<file path="src/rtl/mxint8_seq_dot_engine.sv">
// mxint8_seq_dot_engine
// Multi-cycle MXINT8 dot-product datapath. One A/B pair of MX blocks is accepted
// per valid/ready handshake: an E8M0 scale and BLOCK_SIZE int8 elements per operand.
// The element products are reduced LANES at a time into an exact fixed-point
// accumulator. The engine emits the raw integer sum, the combined unbiased exponent
// and the NaN/zero flags to the downstream float32 normaliser.
//
// Result interpretation: value = out_acc * 2^(out_exp - 12). Each element carries
// 6 fractional bits, so a product carries 12.
//
// Optional build macro MXINT8_NAN_SHORTCUT_EN: a block pair that carries a NaN scale
// skips accumulation. It goes straight from IDLE to DONE, and its result is presented
// one edge after acceptance with out_acc=0, out_zero=1 and out_nan=1. When the macro
// is undefined, NaN blocks take the full accumulate path. Their out_acc holds the
// true integer sum and out_nan is set.

`timescale 1ns/1ps

module mxint8_seq_dot_engine #(
    parameter int BLOCK_SIZE = 32,                          // elements per block, multiple of LANES
    parameter int LANES      = 4,                           // products summed per accumulate cycle
    parameter int ELEM_W     = 8,                           // int8 element, 6 fractional bits
    parameter int SCALE_W    = 8,                           // E8M0 scale, bias 127, all-ones = NaN
    parameter int ACC_W      = 2*ELEM_W + $clog2(BLOCK_SIZE)
) (
    input  logic                         clk,
    input  logic                         rst_n,
    input  logic                         in_valid,
    output logic                         in_ready,
    input  logic [SCALE_W-1:0]           scale_a,
    input  logic [SCALE_W-1:0]           scale_b,
    input  logic [BLOCK_SIZE*ELEM_W-1:0] elements_a,
    input  logic [BLOCK_SIZE*ELEM_W-1:0] elements_b,
    output logic                         out_valid,
    input  logic                         out_ready,
    output logic signed [ACC_W-1:0]      out_acc,
    output logic signed [9:0]            out_exp,
    output logic                         out_nan,
    output logic                         out_zero
);

    localparam int BEATS  = BLOCK_SIZE / LANES;
    localparam int BEAT_W = (BEATS > 1) ? $clog2(BEATS) : 1;
    localparam int PROD_W = 2 * ELEM_W;
    localparam int VEC_W  = BLOCK_SIZE * ELEM_W;
    localparam int LANE_W = LANES * ELEM_W;

    localparam logic [SCALE_W-1:0] NAN_SCALE = {SCALE_W{1'b1}};
    localparam logic [BEAT_W-1:0]  LAST_BEAT = BEAT_W'(BEATS - 1);
    localparam logic [9:0]         EXP_BIAS2 = 10'd254;    // two E8M0 biases of 127

    typedef enum logic [1:0] {
        IDLE  = 2'd0,
        ACCUM = 2'd1,
        DONE  = 2'd2
    } state_t;

    state_t                   state;
    logic [BEAT_W-1:0]        beat;
    logic signed [ACC_W-1:0]  acc;
    logic [VEC_W-1:0]         a_q;
    logic [VEC_W-1:0]         b_q;

    logic                     nan_in;
    logic signed [9:0]        exp_in;
    logic signed [PROD_W-1:0] lane_prod [LANES];
    logic signed [ACC_W-1:0]  beat_sum;
    logic signed [ACC_W-1:0]  acc_next;

    // The engine only takes a new block pair while it sits in IDLE.
    assign in_ready = (state == IDLE);

    // The result flags are derived from the scales of the incoming block pair.
    // The exponent is computed in 10 bits, so 255+255-254 = 256 and 0+0-254 = -254
    // both fit without wrap.
    assign nan_in = (scale_a == NAN_SCALE) || (scale_b == NAN_SCALE);
    assign exp_in = $signed(10'(scale_a) + 10'(scale_b) - EXP_BIAS2);

    // The captured operands shift down by one beat's worth of elements every cycle.
    // As a result, the lanes always read the lowest LANES elements, and each lane
    // needs no variable index.
    for (genvar k = 0; k < LANES; k++) begin : g_lane
        assign lane_prod[k] = $signed(a_q[k*ELEM_W +: ELEM_W]) * $signed(b_q[k*ELEM_W +: ELEM_W]);
    end

    // Sign-extend each 16-bit product and add it into the per-beat partial sum.
    always_comb begin
        // NOTE: assign a default before the loop so that every path writes beat_sum and no latch is inferred.
        beat_sum = '0;
        for (int k = 0; k < LANES; k++) begin
            beat_sum = beat_sum + ACC_W'(lane_prod[k]);
        end
        acc_next = acc + beat_sum;
    end

    // Control FSM, operand shift registers, accumulator and registered result outputs.
    always_ff @(posedge clk or negedge rst_n) begin
        // NOTE: the operand registers are reset as well. An aborted transaction then leaves no stale elements behind.
        if (!rst_n) begin
            state     <= IDLE;
            beat      <= '0;
            acc       <= '0;
            a_q       <= '0;
            b_q       <= '0;
            out_valid <= 1'b0;
            out_acc   <= '0;
            out_exp   <= '0;
            out_nan   <= 1'b0;
            out_zero  <= 1'b0;
        end else begin
            // NOTE: use non-blocking assignments only. Every register then samples the pre-edge value of every other register.
            case (state)
                IDLE: begin
                    if (in_valid && in_ready) begin
                        a_q     <= elements_a;
                        b_q     <= elements_b;
                        acc     <= '0;
                        beat    <= '0;
                        out_nan <= nan_in;
                        out_exp <= exp_in;
                        state   <= ACCUM;
`ifdef MXINT8_NAN_SHORTCUT_EN
                        // NaN blocks skip accumulation. The later assignments override the ACCUM transition.
                        if (nan_in) begin
                            state    <= DONE;
                            out_acc  <= '0;
                            out_zero <= 1'b1;
                        end
`endif
                    end
                end

                ACCUM: begin
                    acc  <= acc_next;
                    beat <= beat + 1'b1;
                    a_q  <= a_q >> LANE_W;
                    b_q  <= b_q >> LANE_W;
                    if (beat == LAST_BEAT) begin
                        state     <= DONE;
                        out_valid <= 1'b1;
                        out_acc   <= acc_next;
                        out_zero  <= (acc_next == '0);
                    end
                end

                DONE: begin
`ifdef MXINT8_NAN_SHORTCUT_EN
                    // After a shortcut entry, the result becomes visible one edge after acceptance.
                    if (!out_valid) begin
                        out_valid <= 1'b1;
                    end
`endif
                    if (out_valid && out_ready) begin
                        out_valid <= 1'b0;
                        state     <= IDLE;
                    end
                end

                default: begin
                    state     <= IDLE;
                    out_valid <= 1'b0;
                end
            endcase
        end
    end

endmodule

</file>
<file path="config.mk">
export PLATFORM = sky130hd
export DESIGN_NAME = mxint8_seq_dot_engine
export DESIGN_NICKNAME = d
export VERILOG_FILES = /design/src/rtl/mxint8_seq_dot_engine.sv
export SDC_FILE = /design/constraint.sdc
export NUM_CORES = 2
export LEC_CHECK = 0
export CAP_MARGIN = 20
export CORE_UTILIZATION = 56
export CTS_CLUSTER_SIZE = 12
export DETAILED_ROUTE_END_ITERATION = 12
export GPL_TIMING_DRIVEN = 0
export PLACE_DENSITY = 0.82
export SYNTH_ARGS = -nofsm -noshare
export SYNTH_HDL_FRONTEND = slang
export SYNTH_SLANG_ARGS = --single-unit
</file>
<file path="constraint.sdc">
create_clock -name clk -period 8.4 [get_ports clk]
set_input_delay 1.26 -clock clk [delete_from_list [all_inputs] [get_ports clk]]
set_output_delay 1.26 -clock clk [all_outputs]
set_load 0.01 [all_outputs]
</file>
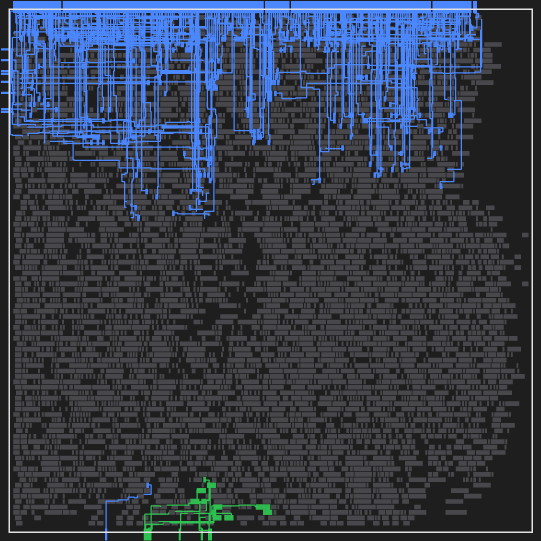
Figure 1: I/O nets highlighted.
(2 px per µm)
| colour | port | direction | edge | end cells | buffers | wire |
|---|---|---|---|---|---|---|
| green | scale_a | input | bottom | 11 | 8 | 318 µm |
| blue | elements_b | input | 247 top, 8 left, 1 bottom | 256 | 256 | 13800 µm |

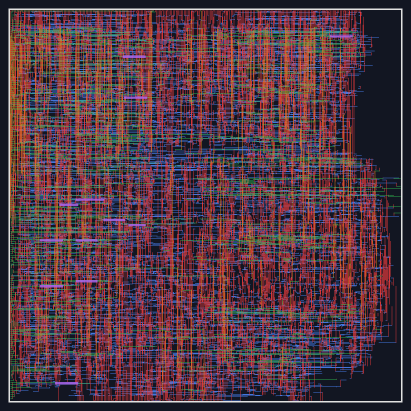
Figure 2: wiring by layer.
(1.5 px per µm)
| colour | layer | wire length |
|---|---|---|
| green | metal 3 | 11900 µm |
| red | metal 2 | 62.4 mm |
| blue | metal 1 | 46.2 mm |
| purple | metal 5 | 160 µm |
| orange | metal 4 | 9050 µm |

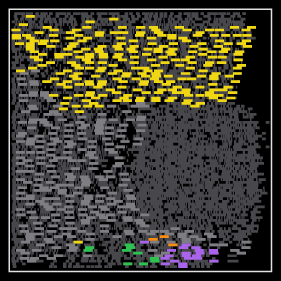
Figure 3: where the registers sit.
(1 px per µm)
| colour | netlist name | placed flops |
|---|---|---|
| orange | beat | 3 |
| green | out_exp | 10 |
| purple | out_acc | 21 |
| yellow | b_q | 256 |
not coloured: 282

==> impl_metrics.csv <==
group,metric,value,unit
run_status,status,"finished clean",
worst_setup_path,path_cells,"clkbuf_1 -> and2_1 -> inv_1 -> fa_1 -> fa_1 -> inv_1 -> fa_1 -> inv_1 -> fa_1 -> fa_1 -> inv_1 -> fa_1 -> fa_1 -> inv_1 -> fa_1 -> inv_1 -> ha_1 -> or3_4 -> a221oi_2 -> o211ai_1 -> xnor2_1 -> nand3_1 -> and4bb_1 -> a31o_1",
synth,synth_area,37500,µm²
global_routing,grt_pass1_wl,194000,µm
clock_network,hold_buffers,0,
synth,synth_area_per_cell,8.79,µm²
routing,drt-total-wl,130000,µm
layout,areaGrowthSynthToFinish,23.6,%
worst_setup_path,slowest_delay,0.56,ns
worst_setup_path,arrival,8.59,ns
clock_network,cts_setup_buffers,0,
routing,dr_wl_met3,11900,µm
place,placement.io_buffers,566,
routing,met2_length,62400,µm
synth,synthArstFlopShare,100,%
synth,synth-edff-count,0,
synth,ff_type,"dfrtp_1",
routing,drc_errors,0,
worst_setup_path,crit_top_cell,"fa_1",
synth,ys_ff,572,
clock_network,clkTransAtPathRegs,0.06,ns
floorplanning,die_y,261,µm
timing,fin_tns_setup,0,ns
clock_network,htree_levels,2,
worst_setup_path,worstPathRequired,8.94,ns
layout,mi_logic_area,20500,µm²
timing,relSlewSlack,15.5,%
timing,finalMaxSlewViolations,0,
synth,yosys_area,37500,µm²
layout,regArea,14300,µm²
run,warnings,52,
worst_setup_path,regToRegSetupSlack,0.36,ns
place,pre_cts_slack,0.228,ns
layout,nets,5917,
global_routing,grt_max_degree,128,
place,gp_congestion,1.01,
synth,netlist_instances,4262,
floorplanning,dieWidth,261,µm
place,placed_area,44400,µm²
routing,route.antenna.remaining_nets,0,
layout,stdcell_count,5826,
floorplanning,rows,94,
floorplanning,io_pins,567,
synth,yosys_cells,4262,
timing,fmax,0.124,GHz
hold_path,min_path_type,"register to register",
worst_setup_path,crit_buf_inv,7,
global_routing,gr-total-overflow,0,
timing,rsz0062_at_grt,"no",
floorplanning,fp-utilization,56.8,%
clock_network,cts_tree,"built",
layout,nFillCells,5091,
routing,top_layer,"met5",
layout,finish.utilization,70.2,%
layout,final_cell_area,46300,µm²
place,placedCellCount,5697,
worst_setup_path,end_kind,"register",
timing,worst_clock_skew,0.0466,ns
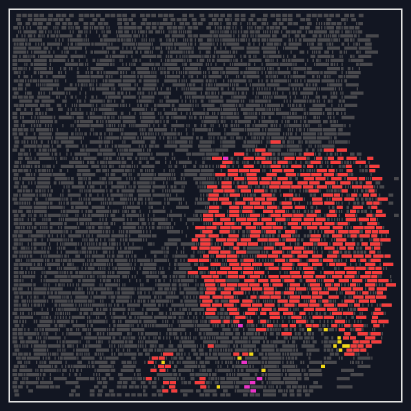
Figure 4: selected gate families.
(1.5 px per µm)
| colour | family | cells |
|---|---|---|
| yellow | non-inverting ao/oa cells | 13 |
| magenta | mux cells | 7 |
| red | fa/ha/maj cells | 492 |

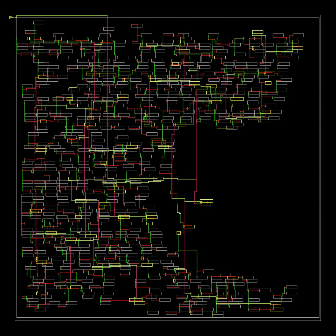
Figure 5: clock wiring as the flow saved it.
clk sinks: 572
clock buffer count from CTS: 58

## area by class of cell
cell class                 instances  share of cell area [%]
clock inverter                     8                   0.421
antenna                           36                   0.194
inverter                         452                    3.66
multi-input combinational       2975                    44.2
sequential                       572                    30.9
buffer                           263                    2.13
tap                              864                    2.33
timing repair buffer             571                    12.5
clock buffer                      85                    3.63
## metal layers
layer  up-vias  track usage [%]
met3       395             9.70
met2      1524             63.1
met4        24             23.7
met5         -                0
li1      14764                -
met1     16159             46.3
## placed cells by master (no fill, tap or decap), types with 5 or more instances in the layout
cell / n
o21ai_0: 95
clkbuf_16: 58
dfrtp_1: 572
fa_1: 372
o21ai_1: 16
xnor2_1: 25
nor2_1: 464
buf_1: 8
a21oi_1: 17
diode_2: 36
xor2_1: 7
nand4_1: 5
o21bai_1: 6
nor2b_1: 18
inv_1: 452
nand3_1: 14
clkbuf_1: 268
nand2_1: 1172
clkbuf_8: 13
clkdlybuf4s50_1: 565
mux2_2: 6
a31oi_1: 449
ha_1: 120
o22ai_1: 5
nand2b_1: 13
and2_1: 125
## cell usage after synthesis (all sizes together) (4+ instances only)
library cell | number | area [µm²]
nand2 | 1173 | 4400
dfrtp | 572 | 14300
nor2 | 464 | 1740
inv | 452 | 1700
a31oi | 449 | 2810
fa | 372 | 7450
clkbuf | 255 | 958
and2 | 125 | 782
ha | 120 | 1500
o21ai | 112 | 572
xnor2 | 26 | 235
a21oi | 19 | 110
nor2b | 18 | 113
nand3 | 14 | 70.1
nand2b | 13 | 81.3
xor2 | 9 | 93.8
buf | 8 | 30.0
o21bai | 7 | 56.3
a21o | 6 | 53.8
mux2 | 6 | 67.6
o22ai | 6 | 43.8
nand4 | 5 | 31.3
and3 | 4 | 25.0
o211ai | 4 | 30.0
## sequential cells by signal (all words and copies together) (netlist names)
register and count:
out_zero 1, acc 21, out_nan 1, state 2, a_q 256, out_exp 10, out_acc 21, out_valid 1
b_q 256, beat 3
## cells by family (layout without fill, tap and decap cells)
family                     Yosys count  count (layout)  synth area share [%]
adders and majority gates          492             492                  23.9
buffers and inverters              715            1379                  7.16
DFF                                572             572                  38.2
xor gates and xnor gates            35              35                 0.878
AOI/OAI and AO/OA                  617             617                  10.2
other                                0              36                     0
muxes                                7               7                 0.207
and+or+nand+nor                   1824            1824                  19.5
## final timing paths
path / startpoint / endpoint / cells after the start
worst min-delay path: out_nan / out_nan / 2
worst max register to register: b_q[1] / out_zero / 24
max in group asynchronous: rst_n / out_acc[17] / 3
min in group asynchronous: rst_n / b_q[68] / 1
worst min register to register: out_nan / out_nan / 2
worst max-delay path: b_q[1] / out_zero / 24
